[config.mk]
export PLATFORM = sky130hd
export DESIGN_NAME = instr_entry_queue
export DESIGN_NICKNAME = d
export VERILOG_FILES = /design/src/rtl/instr_entry_queue.sv
export SDC_FILE = /design/constraint.sdc
export NUM_CORES = 1
export LEC_CHECK = 0
export CAP_MARGIN = 5
export CORE_ASPECT_RATIO = 1.4
export CORE_UTILIZATION = 60
export DETAILED_ROUTE_END_ITERATION = 8
export PLACE_DENSITY_LB_ADDON = 0.1
export SYNTH_ARGS = -nofsm -noshare
export SYNTH_HDL_FRONTEND = slang
export SYNTH_SLANG_ARGS = --single-unit
export TNS_END_PERCENT = 30
[constraint.sdc]
create_clock -name clk -period 3.7 [get_ports clk]
set_input_delay 0.74 -clock clk [delete_from_list [all_inputs] [get_ports clk]]
set_output_delay 0.74 -clock clk [all_outputs]
set_load 0.1 [all_outputs]
[src/rtl/instr_entry_queue.sv]
// instr_entry_queue: front end that turns the trainer DIP switches and the
// activate push-button into an ordered stream of instructions for the CPU.
// The button is synchronized and debounced. Each debounced press captures
// the synchronized DIP word into a first-word-fall-through FIFO. The CPU
// drains the FIFO over a valid/ready handshake.
module instr_entry_queue #(
  parameter int DEBOUNCE_CYCLES = 16,
  parameter int DEPTH           = 4,
  parameter int INSTR_W         = 8
) (
  input  logic                           clk,
  input  logic                           rst,
  input  logic [INSTR_W-1:0]             trainer_dip,
  input  logic                           activate_button,
  output logic [INSTR_W-1:0]             instr,
  output logic                           instr_valid,
  input  logic                           instr_ready,
  output logic [$clog2(DEPTH+1)-1:0]     pending_count,
  output logic                           overflow,
  output logic [7:0]                     issue_count
);

  localparam int CNT_W  = $clog2(DEBOUNCE_CYCLES);
  localparam int PTR_W  = $clog2(DEPTH);
  localparam int FILL_W = $clog2(DEPTH+1);

  // Synchronizer stages
  logic               btn_s1_q, btn_s1_d;
  logic               btn_s_q,  btn_s_d;
  logic [INSTR_W-1:0] dip_s1_q, dip_s1_d;
  logic [INSTR_W-1:0] dip_s_q,  dip_s_d;

  // Debouncer and press pulse
  logic               level_q, level_d;
  logic [CNT_W-1:0]   cnt_q,   cnt_d;
  logic               press_q, press_d;
  logic [INSTR_W-1:0] press_data_q, press_data_d;

  // FIFO state and status
  logic [INSTR_W-1:0] mem_q [DEPTH];
  logic [INSTR_W-1:0] mem_d [DEPTH];
  logic [PTR_W-1:0]   wr_ptr_q, wr_ptr_d;
  logic [PTR_W-1:0]   rd_ptr_q, rd_ptr_d;
  logic [FILL_W-1:0]  count_q,  count_d;
  logic               overflow_q, overflow_d;
  logic [7:0]         issue_q,  issue_d;

  logic empty;
  logic full;
  logic push;
  logic pop;

  // Next-state logic for the synchronizer, debouncer, press pulse and FIFO
  always_comb begin
    // NOTE: every signal assigned here gets a default first so no path
    // through the block leaves it unassigned, which would infer a latch.
    btn_s1_d     = activate_button;
    btn_s_d      = btn_s1_q;
    dip_s1_d     = trainer_dip;
    dip_s_d      = dip_s1_q;
    level_d      = level_q;
    cnt_d        = '0;
    press_d      = 1'b0;
    press_data_d = press_data_q;

    // The level flips only after DEBOUNCE_CYCLES consecutive mismatches.
    if (btn_s_q != level_q) begin
      if (cnt_q == CNT_W'(DEBOUNCE_CYCLES-1)) begin
        level_d = btn_s_q;
        if (btn_s_q) begin
          press_d      = 1'b1;
          press_data_d = dip_s_q;
        end
      end else begin
        cnt_d = cnt_q + CNT_W'(1);
      end
    end

    empty = (count_q == '0);
    full  = (count_q == FILL_W'(DEPTH));
    pop   = !empty && instr_ready;
    // A full FIFO can still take a press when the head leaves the same cycle.
    push  = press_q && (!full || pop);

    mem_d = mem_q;
    if (push) begin
      mem_d[wr_ptr_q] = press_data_q;
    end

    wr_ptr_d = push ? wr_ptr_q + PTR_W'(1) : wr_ptr_q;
    rd_ptr_d = pop  ? rd_ptr_q + PTR_W'(1) : rd_ptr_q;

    case ({push, pop})
      2'b10:   count_d = count_q + FILL_W'(1);
      2'b01:   count_d = count_q - FILL_W'(1);
      default: count_d = count_q;
    endcase

    overflow_d = overflow_q || (press_q && !push);
    issue_d    = pop ? issue_q + 8'd1 : issue_q;
  end

  // Control registers with synchronous reset
  always_ff @(posedge clk) begin
    // NOTE: sequential state uses non-blocking assignments so every flop
    // samples its _d value from before the edge, independent of block order.
    if (rst) begin
      btn_s1_q     <= 1'b0;
      btn_s_q      <= 1'b0;
      dip_s1_q     <= '0;
      dip_s_q      <= '0;
      level_q      <= 1'b1;
      cnt_q        <= '0;
      press_q      <= 1'b0;
      press_data_q <= '0;
      wr_ptr_q     <= '0;
      rd_ptr_q     <= '0;
      count_q      <= '0;
      overflow_q   <= 1'b0;
      issue_q      <= '0;
    end else begin
      btn_s1_q     <= btn_s1_d;
      btn_s_q      <= btn_s_d;
      dip_s1_q     <= dip_s1_d;
      dip_s_q      <= dip_s_d;
      level_q      <= level_d;
      cnt_q        <= cnt_d;
      press_q      <= press_d;
      press_data_q <= press_data_d;
      wr_ptr_q     <= wr_ptr_d;
      rd_ptr_q     <= rd_ptr_d;
      count_q      <= count_d;
      overflow_q   <= overflow_d;
      issue_q      <= issue_d;
    end
  end

  // FIFO storage, written only on push
  always_ff @(posedge clk) begin
    // NOTE: storage is not reset; entries are only read while count_q marks
    // them valid, and the pointers and count are what reset clears.
    mem_q <= mem_d;
  end

  // Outputs: head word is forced to zero while the FIFO is empty
  always_comb begin
    instr_valid   = !empty;
    instr         = empty ? '0 : mem_q[rd_ptr_q];
    pending_count = count_q;
    overflow      = overflow_q;
    issue_count   = issue_q;
  end

endmodule
==> images/floorplan.png <==
Scale: 6 px per micron. Pins as bars on the die edge.
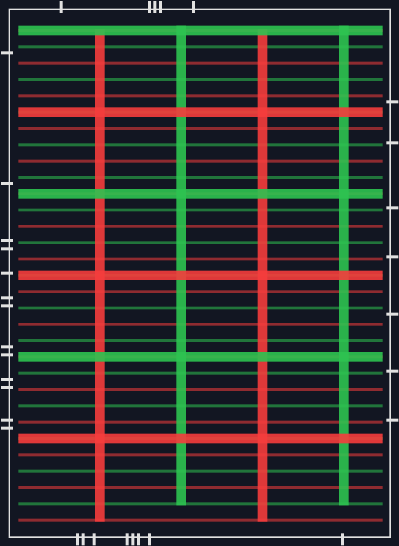
- green: VDD
- red: VSS
- met5 straps: 6
- rows: 30

==> images/clock_wires.png <==
Scale: 6 px per micron.
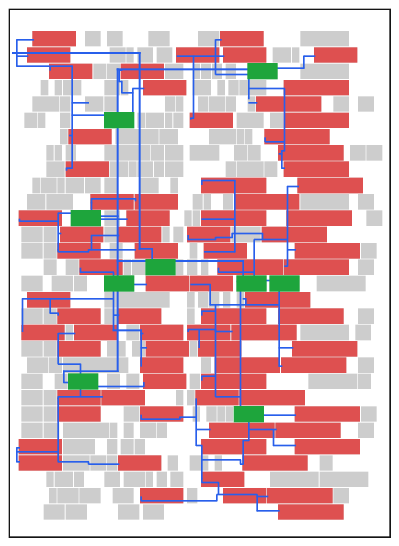
- blue: clock wires (length 786 microns)
- green: clock-net drivers (count 9)
- red: flip-flops (count 80)
- flops lie: spread over the die
Post-Route Skew: 0.00877 ns
Clock net power: 690 uW
latest clock arrival within the worst-skew pair: 0.34 ns

## cell families after synthesis
logic type | share of synthesized area [%]
compound gates | 6.99
xor+xnor | 2.22
fa+ha+maj | 3.42
buf+inv | 3.61
flops | 61.0
mux | 6.51
simple gates | 16.2
## sequential cells by signal, summed over array words and instances (netlist names)
register	count
press_data_q	8
wr_ptr_q	2
cnt_q	4
issue_count	8
press_q	1
btn_s_q	1
mem_q	32
level_q	1
dip_s1_q	8
btn_s1_q	1
dip_s_q	8
pending_count	3
overflow	1
rd_ptr_q	2
## where the power goes
group / leakage (nW) / total (mW) / switching, mW / internal (mW)
combinational: 0.561 / 0.0360 / 0.0166 / 0.0194
clock: 0.107 / 0.690 / 0.293 / 0.397
sequential: 0.687 / 0.924 / 0.00438 / 0.920
total: 1.36 / 1.65 / 0.314 / 1.34
==> run summary <==
Implementation status.

- The sequential cells in the finished layout cover a total of 1920 sq um.
- The count of synthesis-stage warnings from yosys is 0.
- The post-synthesis to final-layout area growth is 16.6%.
- The repair_antennas step left the layout with diodes totalling 0.
- The critical path buffer and inverter count is 1.
- The share of cell area taken by multi-input logic gates is between 30% and 40%.
- The data required time reported for the critical path is just under 3 ns.
- The die covers about 5500 sq um.
- The count of endpoints failing hold in the final timing report is 0.
- The setup path with the least slack is of type register to output port.
- The number of maximum-capacitance violations recorded for the run is 0.
- The synthesized cell area is 3150 sq um.
- The type of origin of the critical path is a register.
- The run finished with clean final reports.
- The main area contributors are sky130_fd_sc_hd__dfxtp_1 31%, sky130_fd_sc_hd__edfxtp_1 31%, sky130_fd_sc_hd__mux4_2 5.7%.
- Detailed placement finished with a half-perimeter wire length of around 3.4 mm.
- The number of antenna violations at the first check in global routing is 0.
- The timing report gives the worst reg2reg path a setup slack of between 1.5 and 2 ns.
- Ranked by total area, the top cell class in this layout is sequential cells.
- Non-clock inverters in the final layout number 8.
- In the synthesized netlist the async set-or-reset flop fraction comes to 0%.
- The maximum number of pins on one net before global-route repair is around 48.
- The last timing report of the flow puts the setup violation total at 0.
- Per the synth log, the flip-flop and latch total comes to 80.
- The number of warnings in the stage logs is 29.
- Per the summary, power density relative to cell area is between 400 and 500 nW/um^2.
- The proportion of layout cells with a drive suffix above 1 is 14.2%.
- The number of buffers inserted by post-CTS setup repair is 0.
- The critical path ends at instr[6].
- The routing layer with the top usage in global route is met2.
- The routed design has between 4 and 5 mm of wire.
- The wire length on met3 is ~150 microns.
- In the layout the commonest cells are 48 x sky130_fd_sc_hd__dfxtp_1, 32 x sky130_fd_sc_hd__edfxtp_1, 21 x sky130_fd_sc_hd__nor2b_1, 20 x sky130_fd_sc_hd__nand2_1, 20 x sky130_fd_sc_hd__clkdlybuf4s50_1.
- The stat command in Yosys gives a chip area of roughly 3200 sq um.
- The global-route wire length before repair is between 8 and 9 mm.
- The share of the synthesized area in the top cell type is between 30 and 40%.
- The global routing usage summed across all routing layers is 19.9%.
- The worst setup path is captured at an output port.
- The synthesized area per cell is 12.5 sq um.
- The leakage component of the power was reported as approximately 1.4 nW.
- The headroom to the max-slew limit is between 30% and 40%.
- The maximum buffer depth of the clock tree is 2.
- The post-layout net count is a little over 300.
- The number of primary I/O pins is 33.
- Max fanout on the critical path was recorded as 10.
- Per the detail_route report, routed wire per instance is approximately 14 microns.
- In the final layout, excluding clock buffers the buffer count is 34.
- The total length of routed met2 wires is about 2.6 mm.
- In the final layout, the fill cell count is about 340.
- The placement summary gives the final routability congestion estimate as 0.715.
- Dividing the final minimum period by the clock period gives about 76%.
- The most common logic cell in the routed design is sky130_fd_sc_hd__dfxtp_1.
- The post-detailed-route count of antenna-violating nets is 0.
- The largest delay contributor family on the critical path is flip-flops.
- For the worst setup path, the data arrival time is 2.07 ns.
- The smallest hold slack is approximately 0.43 ns.
- Ranked by instance count, the synthesized netlist is headed by 48 x sky130_fd_sc_hd__dfxtp_1, 32 x sky130_fd_sc_hd__edfxtp_1, 21 x sky130_fd_sc_hd__nor2b_1.
- The non-clock buffer share of cell area is a little over 8%.
- Per the detail_route report, DRC violations left total 0.
- The worst setup slack before clock tree synthesis is 0.964 ns.
- The cell count of the worst hold path is 2.
- The registers of the reported paths see a clock transition of 0.08 ns.
- The root buffer selected by CTS is sky130_fd_sc_hd__clkbuf_8.
- Setup repair after global routing left no endpoint under its margin.
Power and IR drop assume default switching activity.
